**Run 1: I/O nets highlighted**

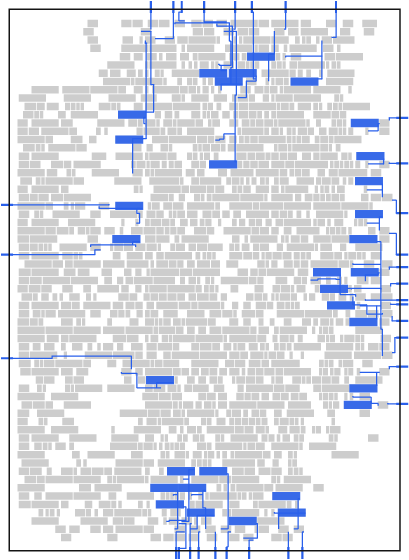
**Run 1: metal layers overlaid**

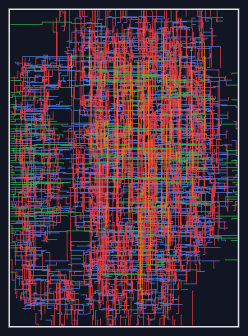
**Run 1: clock routing**

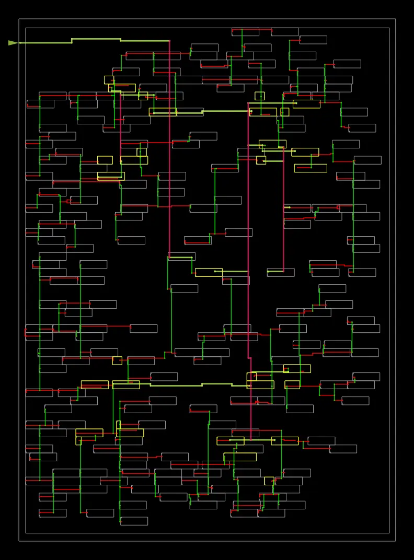
**Run 1: selected gate families**

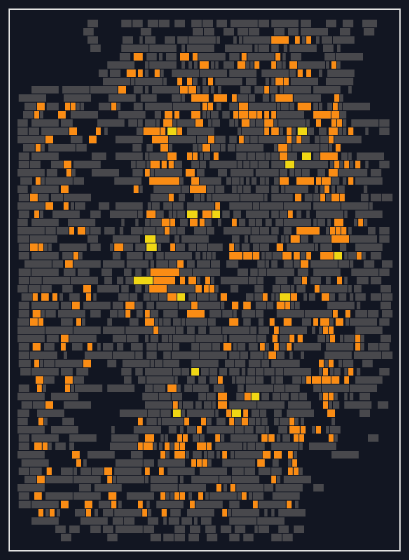
[config.mk]
export PLATFORM = sky130hd
export DESIGN_NAME = fetch_stage_flat
export DESIGN_NICKNAME = d
export VERILOG_FILES = /design/src/rtl/fetch_stage_if.sv /design/src/rtl/fetch_stage.sv /design/src/flat_wrapper.sv
export SDC_FILE = /design/constraint.sdc
export NUM_CORES = 1
export LEC_CHECK = 0
export CAP_MARGIN = 10
export CORE_ASPECT_RATIO = 1.4
export CORE_MARGIN = 2
export CORE_UTILIZATION = 49
export DETAILED_ROUTE_END_ITERATION = 7
export PLACE_DENSITY = 0.77
export SYNTH_ARGS = -nofsm -noshare
export SYNTH_HDL_FRONTEND = slang
export SYNTH_SLANG_ARGS = --single-unit
export TNS_END_PERCENT = 30
[constraint.sdc]
create_clock -name clk -period 2 [get_ports clk]
set_input_delay 0.5 -clock clk [delete_from_list [all_inputs] [get_ports clk]]
set_output_delay 0.5 -clock clk [all_outputs]
set_load 0.01 [all_outputs]
[src/rtl/fetch_stage_if.sv]
// Instruction-memory fetch port shared by the fetch stage and the memory.
//   imemReq   : request valid (held high until imemReady while a fetch is open)
//   imemAddr  : fetch address, stable while imemReq=1 until imemReady
//   imemReady : one-cycle pulse, imemData valid for the outstanding request
//   imemData  : fetched instruction word
// master = fetch stage side, slave = memory side.
interface fetch_stage_if #(
  parameter int PC_WIDTH    = 32,
  parameter int INSTR_WIDTH = 32
);
  logic                   imemReq;
  logic [PC_WIDTH-1:0]    imemAddr;
  logic                   imemReady;
  logic [INSTR_WIDTH-1:0] imemData;

  modport master (output imemReq, imemAddr, input imemReady, imemData);
  modport slave  (input imemReq, imemAddr, output imemReady, imemData);
endinterface

[src/rtl/fetch_stage.sv]
// Instruction-fetch stage with IF/ID pipeline register for a 5-stage MIPS.
// Keeps a single fetch outstanding to a variable-latency instruction memory,
// honours the hazard unit's stall and the EX/MEM branch redirect (flush).
// Ports:
//   clk, rst_n    : rising-edge clock, asynchronous active-low reset
//   stallSignal   : hold PC and IF/ID contents
//   branchTaken   : redirect to branchTarget and bubble IF/ID (beats stall)
//   branchTarget  : redirect address, low two bits ignored
//   imem          : fetch port (fetch_stage_if.master)
//   ifidInstr     : IF/ID instruction, all-zero when bubbled
//   ifidPcPlus4   : PC+4 belonging to ifidInstr
//   ifidValid     : IF/ID holds a real instruction
//   opCode        : top six bits of ifidInstr, fed to the control unit
module fetch_stage #(
  parameter int                  PC_WIDTH    = 32,
  parameter int                  INSTR_WIDTH = 32,
  parameter logic [PC_WIDTH-1:0] RESET_PC    = '0
) (
  input  logic                   clk,
  input  logic                   rst_n,
  input  logic                   stallSignal,
  input  logic                   branchTaken,
  input  logic [PC_WIDTH-1:0]    branchTarget,
  fetch_stage_if.master          imem,
  output logic [INSTR_WIDTH-1:0] ifidInstr,
  output logic [PC_WIDTH-1:0]    ifidPcPlus4,
  output logic                   ifidValid,
  output logic [5:0]             opCode
);

  // IDLE    : no request open, launch one next cycle
  // REQ     : request open, its data is wanted
  // HOLD    : data arrived during a stall and waits in the holding buffer
  // DISCARD : request open but a branch made its data stale
  typedef enum logic [1:0] {IDLE, REQ, HOLD, DISCARD} state_t;

  state_t                 state, state_d;
  logic [PC_WIDTH-1:0]    pc, pc_d;
  logic [PC_WIDTH-1:0]    req_addr, req_addr_d;
  logic [PC_WIDTH-1:0]    target, pc_plus4;
  logic [INSTR_WIDTH-1:0] instr_d, buf_instr, buf_instr_d;
  logic [PC_WIDTH-1:0]    pc4_d, buf_pc4, buf_pc4_d;
  logic                   valid_d;

  // Word-align the redirect address.
  assign target   = branchTarget & {{(PC_WIDTH-2){1'b1}}, 2'b00};
  assign pc_plus4 = pc + PC_WIDTH'(4);

  assign imem.imemAddr = req_addr;
  // A request stays open until imemReady, whether or not its data is wanted.
  assign imem.imemReq  = (state == REQ) || (state == DISCARD);
  assign opCode        = ifidInstr[INSTR_WIDTH-1 -: 6];

  always_comb begin
    // NOTE: every signal gets its hold value first so no path leaves it
    // unassigned; that is what keeps this block free of inferred latches.
    state_d     = state;
    pc_d        = pc;
    req_addr_d  = req_addr;
    instr_d     = ifidInstr;
    pc4_d       = ifidPcPlus4;
    valid_d     = ifidValid;
    buf_instr_d = buf_instr;
    buf_pc4_d   = buf_pc4;

    // Bubble unless stalled; a flush bubbles even under stall. Loads below
    // override this when an instruction actually moves into IF/ID.
    if (branchTaken || !stallSignal) begin
      instr_d = '0;
      valid_d = 1'b0;
    end

    unique case (state)
      IDLE: begin
        state_d    = REQ;
        req_addr_d = branchTaken ? target : pc;
        if (branchTaken) pc_d = target;
      end
      REQ: begin
        if (branchTaken) begin
          pc_d = target;
          // Data arriving with the flush is dropped; otherwise the request
          // must be drained before the target can be fetched.
          if (imem.imemReady) req_addr_d = target;
          else                state_d    = DISCARD;
        end else if (imem.imemReady) begin
          if (!stallSignal) begin
            instr_d    = imem.imemData;
            pc4_d      = pc_plus4;
            valid_d    = 1'b1;
            pc_d       = pc_plus4;
            req_addr_d = pc_plus4;
          end else begin
            buf_instr_d = imem.imemData;
            buf_pc4_d   = pc_plus4;
            state_d     = HOLD;
          end
        end
      end
      HOLD: begin
        if (branchTaken) begin
          pc_d    = target;
          state_d = IDLE;
        end else if (!stallSignal) begin
          instr_d = buf_instr;
          pc4_d   = buf_pc4;
          valid_d = 1'b1;
          pc_d    = buf_pc4;
          state_d = IDLE;
        end
      end
      DISCARD: begin
        // pc carries the newest redirect while the stale fetch drains.
        if (branchTaken) pc_d = target;
        if (imem.imemReady) begin
          req_addr_d = branchTaken ? target : pc;
          state_d    = REQ;
        end
      end
      default: state_d = IDLE;
    endcase
  end

  always_ff @(posedge clk or negedge rst_n) begin
    if (!rst_n) begin
      state       <= IDLE;
      pc          <= RESET_PC;
      req_addr    <= RESET_PC;
      ifidInstr   <= '0;
      ifidPcPlus4 <= '0;
      ifidValid   <= 1'b0;
      // NOTE: the holding buffer is a plain register, not a memory, so it is
      // reset with everything else and never exposes stale contents.
      buf_instr   <= '0;
      buf_pc4     <= '0;
    end else begin
      // NOTE: non-blocking assignments so every register samples the values
      // computed from the same clock edge, independent of statement order.
      state       <= state_d;
      pc          <= pc_d;
      req_addr    <= req_addr_d;
      ifidInstr   <= instr_d;
      ifidPcPlus4 <= pc4_d;
      ifidValid   <= valid_d;
      buf_instr   <= buf_instr_d;
      buf_pc4     <= buf_pc4_d;
    end
  end

endmodule

[src/flat_wrapper.sv]
// flat-port wrapper written by rule: the top's interface ports become plain ports
module fetch_stage_flat 
#(
  parameter int                  PC_WIDTH    = 32,
  parameter int                  INSTR_WIDTH = 32,
  parameter logic [PC_WIDTH-1:0] RESET_PC    = '0
)
  (clk, rst_n, stallSignal, branchTaken, branchTarget, ifidInstr, ifidPcPlus4, ifidValid, opCode, imem_imemReq, imem_imemAddr, imem_imemReady, imem_imemData);
  fetch_stage_if #(.PC_WIDTH(PC_WIDTH), .INSTR_WIDTH(INSTR_WIDTH)) imem_i ();
  input  logic clk;
  input  logic rst_n;
  input  logic stallSignal;
  input  logic branchTaken;
  input  logic [PC_WIDTH-1:0] branchTarget;
  output logic [INSTR_WIDTH-1:0] ifidInstr;
  output logic [PC_WIDTH-1:0] ifidPcPlus4;
  output logic ifidValid;
  output logic [5:0] opCode;
  output wire logic [$bits(imem_i.imemReq)-1:0] imem_imemReq;
  output wire logic [$bits(imem_i.imemAddr)-1:0] imem_imemAddr;
  input wire logic [$bits(imem_i.imemReady)-1:0] imem_imemReady;
  input wire logic [$bits(imem_i.imemData)-1:0] imem_imemData;
  assign imem_imemReq = imem_i.imemReq;
  assign imem_imemAddr = imem_i.imemAddr;
  assign imem_i.imemReady = imem_imemReady;
  assign imem_i.imemData = imem_imemData;
  fetch_stage #(.PC_WIDTH(PC_WIDTH), .INSTR_WIDTH(INSTR_WIDTH), .RESET_PC(RESET_PC)) u_core (.clk(clk), .rst_n(rst_n), .stallSignal(stallSignal), .branchTaken(branchTaken), .branchTarget(branchTarget), .imem(imem_i), .ifidInstr(ifidInstr), .ifidPcPlus4(ifidPcPlus4), .ifidValid(ifidValid), .opCode(opCode));
endmodule
==> results_slide.txt, run 1 <==
Implementation Results

Status
  • Status: complete, but fails checks
  • Failing checks: negative setup slack

Finish
  • Area delta synth->final: 38.2%
  • Final non-clock buffer share: 0.216
  • Non-clock buffer count: 326
  • Share of layout cells above drive strength 1: 0.229
  • Num sequential: 195
  • Clock buf/inv share: 0.0413

Die
  • Starting Density: 0.497
  • Area of the core: 0.0211 mm2

Timing
  • Setup WS post-layout: -0.0487 ns
  • Final setup vio count: 4

Synthesis
  • EDFF count, synth: 0
  • Async S/R FF share, synth: 1.00
  • Synth area leader: dfrtp_1
  • Largest type area fraction: 0.465

Critical path
  • Arrival @ worst endpoint: 2.36 ns

Clock network
  • Setup repair bufs after CTS: 1

Global routing
  • Grt met2 use: 0.482
  • Grt peak-use layer: met2
  • Vias in the first global route: 9875

Pwr
  • Switching power: 8.83 mW
  • Max IR drop VDD: 0.883 mV
Notes on 'I/O nets highlighted' above:
| port | color | bits | direction | end cells | buffers | wire |
|---|---|---|---|---|---|---|
| imem_imemAddr | blue | 32 | output | 32 | 32 | 970 um |
I/O Pins: 173
number of port buffers: 170

Notes on 'metal layers overlaid' above:
| layer | color | wire length |
|---|---|---|
| M4 | orange | 1670 um |
| M3 | green | 2570 um |
| M2 | red | 16200 um |
| M1 | blue | 12300 um |
Total GRT Usage: 0.285
DR WL/cell: 19.7 um
vias post-DR: 10000
routed wire length: 32.7 mm

Notes on 'clock routing' above:
clk pwr: 3.55 mW
# clk buffers: 20
clk ins delay skew pair: 0.44 ns
Setup Skew: 0.0106 ns

Notes on 'selected gate families' above:
| family | color | cells | most used |
|---|---|---|---|
| aoi and oai cells | orange | 326 | o21ai_0 |
| non-inverting ao/oa cells | yellow | 16 | o21a_1 |
Commonest Layout Cell: dfrtp_1
Final Non-Filler Cells: 1657
combinational fraction of the cell area: 0.376

## run 1: through the flow
step | TNS (ns) | std cells | setup slack [ns]
3_5_place_dp | -17.73 | 1613 | -0.273
5_1_grt | -1.53 | 1657 | -0.135
2_1_floorplan | -0.0176 | 1146 | -0.00587
6_report | -0.160 | 1657 | -0.0487
4_1_cts | -0.711 | 1647 | -0.113
3_3_place_gp | -12.55 | 1613 | -0.230
## run 1: routing by layer
layer / wire [um] / vias to the layer above
met5: 0 / -
met4: 1670 / 0
met3: 2570 / 125
met2: 16200 / 502
met1: 12300 / 4803
li1: - / 4577
## run 1: cells by family after synthesis
| logic type | count (synthesis) | share of synthesized area |
|---|---|---|
| buffers and inverters | 137 | 0.0546 |
| adders and majority gates | 4 | 0.00477 |
| AOI/OAI and AO/OA | 342 | 0.205 |
| muxes | 70 | 0.0723 |
| xor gates and xnor gates | 31 | 0.0259 |
| and+or+nand+nor | 367 | 0.172 |
| DFF | 195 | 0.465 |
## run 1: worst min path at each step
stage                                       start                                    to  depth (start not counted)
6_report       u_core.ifidPcPlus4[16]$_DFFE_PN0P_    u_core.ifidPcPlus4[16]$_DFFE_PN0P_                          2
5_1_grt         u_core.ifidPcPlus4[8]$_DFFE_PN0P_     u_core.ifidPcPlus4[8]$_DFFE_PN0P_                          2
4_1_cts        u_core.ifidPcPlus4[16]$_DFFE_PN0P_    u_core.ifidPcPlus4[16]$_DFFE_PN0P_                          2
2_1_floorplan                               rst_n       u_core.buf_instr[0]$_DFFE_PN0P_                          0
3_5_place_dp                                rst_n        u_core.buf_pc4[21]$_DFFE_PN0P_                          1
3_3_place_gp                                rst_n  u_core.imem.imemAddr[19]$_DFFE_PN0P_                          1
==> run 2, diff against run 1 <==
--- a/config.mk
+++ b/config.mk
@@ -11,6 +11,7 @@
 export CORE_UTILIZATION = 49
 export DETAILED_ROUTE_END_ITERATION = 7
 export PLACE_DENSITY = 0.77
+export RECOVER_POWER = 25
 export SYNTH_ARGS = -nofsm -noshare
 export SYNTH_HDL_FRONTEND = slang
 export SYNTH_SLANG_ARGS = --single-unit
**Run 2: clock routing**

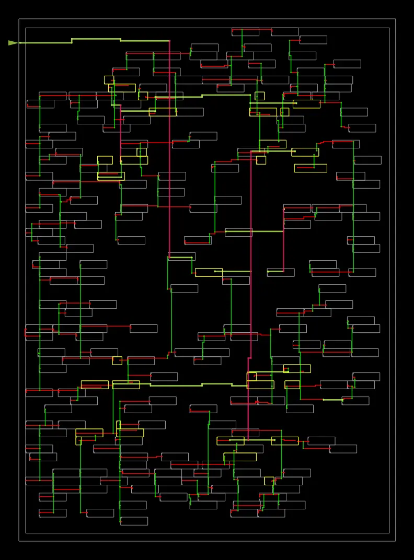
Sink Count: 195
Num CTS Buffers: 17

**Run 2: metal layers overlaid**

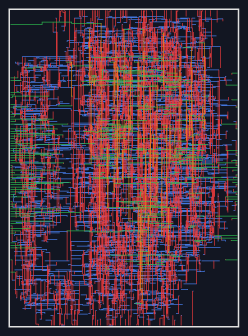
| layer | color | wire length |
|---|---|---|
| M1 | blue | 12500 um |
| M4 | orange | 1520 um |
| M2 | red | 16300 um |
| M3 | green | 2560 um |

**Run 2: selected gate families**

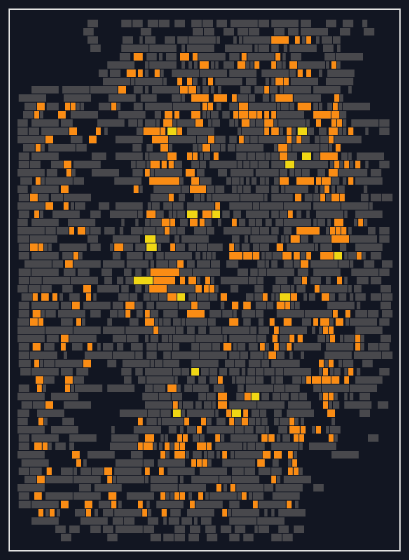
| family | color | cells | most used |
|---|---|---|---|
| aoi and oai cells | orange | 326 | o21ai_0 |
| non-inverting ao/oa cells | yellow | 16 | o21a_1 |
combinational fraction of the cell area: 0.377

==> run 2 against run 1 <==
  * The run still ends with negative setup slack left
  * Synthesized area unchanged
  * Clock skew decreased by 0.00089 ns
  * Sequential cell count did not move
  * Sequential power is essentially flat
  * Setup slack improved by 0.0071 ns
  * Largest cell class unchanged
==> results_slide.txt, run 2 <==
Implementation Results

Routing
  • WL met3: 2.56 mm
  • Vias post-DR: 9981
  • DR WL/cell: 19.8 um
  • Routed wire length: 32.8 mm
  • Top layer in use: met4
  • Met1 wire length: 12.5 mm

Finish
  • Final Non-Filler Cells: 1657
  • # clk buffers: 20
  • Commonest Layout Cell: dfrtp_1
  • Non-clock buffer count: 326
  • Final non-clock buffer share: 0.214
  • Area delta synth->final: 37.9%
  • Clock buf/inv share: 0.0414

Status
  • Failing checks: negative setup slack
  • Status: complete, but fails checks

Global routing
  • Grt peak-use layer: met2
  • Total GRT Usage: 0.285
  • Grt met2 use: 0.482

Timing
  • Final setup vio count: 4
  • Setup WS post-layout: -0.0417 ns

Synthesis
  • EDFF count, synth: 0

Die
  • Area of the core: 0.0211 mm2
  • I/O Pins: 173
  • Starting Density: 0.497

Placement
  • Cell Count Post-Placement: 1613
  • Pre-CTS setup slack: -0.273 ns
  • Number of port buffers: 170

Pwr
  • Max IR drop VDD: 0.881 mV
## run 2: timing repair
action / CTS / global route
hold endpoints to repair: 26 / 0
gates resized: 30 / 73
pin swaps: 6 / 10
endpoints found under the setup margin: 46 / 154
cloned: 0 / 2
hold buffers: 1 / 0
buffers inserted: 1 / 8
## run 2: critical path: stages (launching register included)
cell and delay, ns:
dfrtp_1 0.37, ha_2 0.21, nand3_2 0.08, or3_4 0.37, or4b_4 0.49, mux2i_1 0.16
buf_4 0.14, o211ai_1 0.09
## run 2: cell families (layout without fill, tap and decap cells)
kind of cell | after synthesis | count (layout) | share of synthesized area
xor+xnor | 31 | 31 | 0.0259
flops | 195 | 195 | 0.465
simple gates | 367 | 367 | 0.172
buf+inv | 137 | 388 | 0.0546
mux | 70 | 70 | 0.0723
fa+ha+maj | 4 | 4 | 0.00477
compound gates | 342 | 342 | 0.205
## run 2: worst paths after layout
kind,end,cells after the start,start,slack [ns]
max,u_core.ifidPcPlus4[30]$_DFFE_PN0P_,7,u_core.pc[3]$_DFFE_PN0P_,-0.04
min,u_core.ifidPcPlus4[16]$_DFFE_PN0P_,2,u_core.ifidPcPlus4[16]$_DFFE_PN0P_,0.48
max reg2reg,u_core.ifidPcPlus4[30]$_DFFE_PN0P_,7,u_core.pc[3]$_DFFE_PN0P_,-0.04
min reg2reg,u_core.ifidPcPlus4[16]$_DFFE_PN0P_,2,u_core.ifidPcPlus4[16]$_DFFE_PN0P_,0.48
max in group asynchronous,u_core.ifidInstr[24]$_DFF_PN0_,3,rst_n,0.21
min in group asynchronous,u_core.buf_pc4[27]$_DFFE_PN0P_,2,rst_n,0.72
## run 2: where the power goes
group          internal, mW  switching (mW)
combinational          5.54            6.13
clock                  1.94            1.61
sequential             5.55            1.10
Power figures rest on the tool's default switching activity, not on a simulated workload.
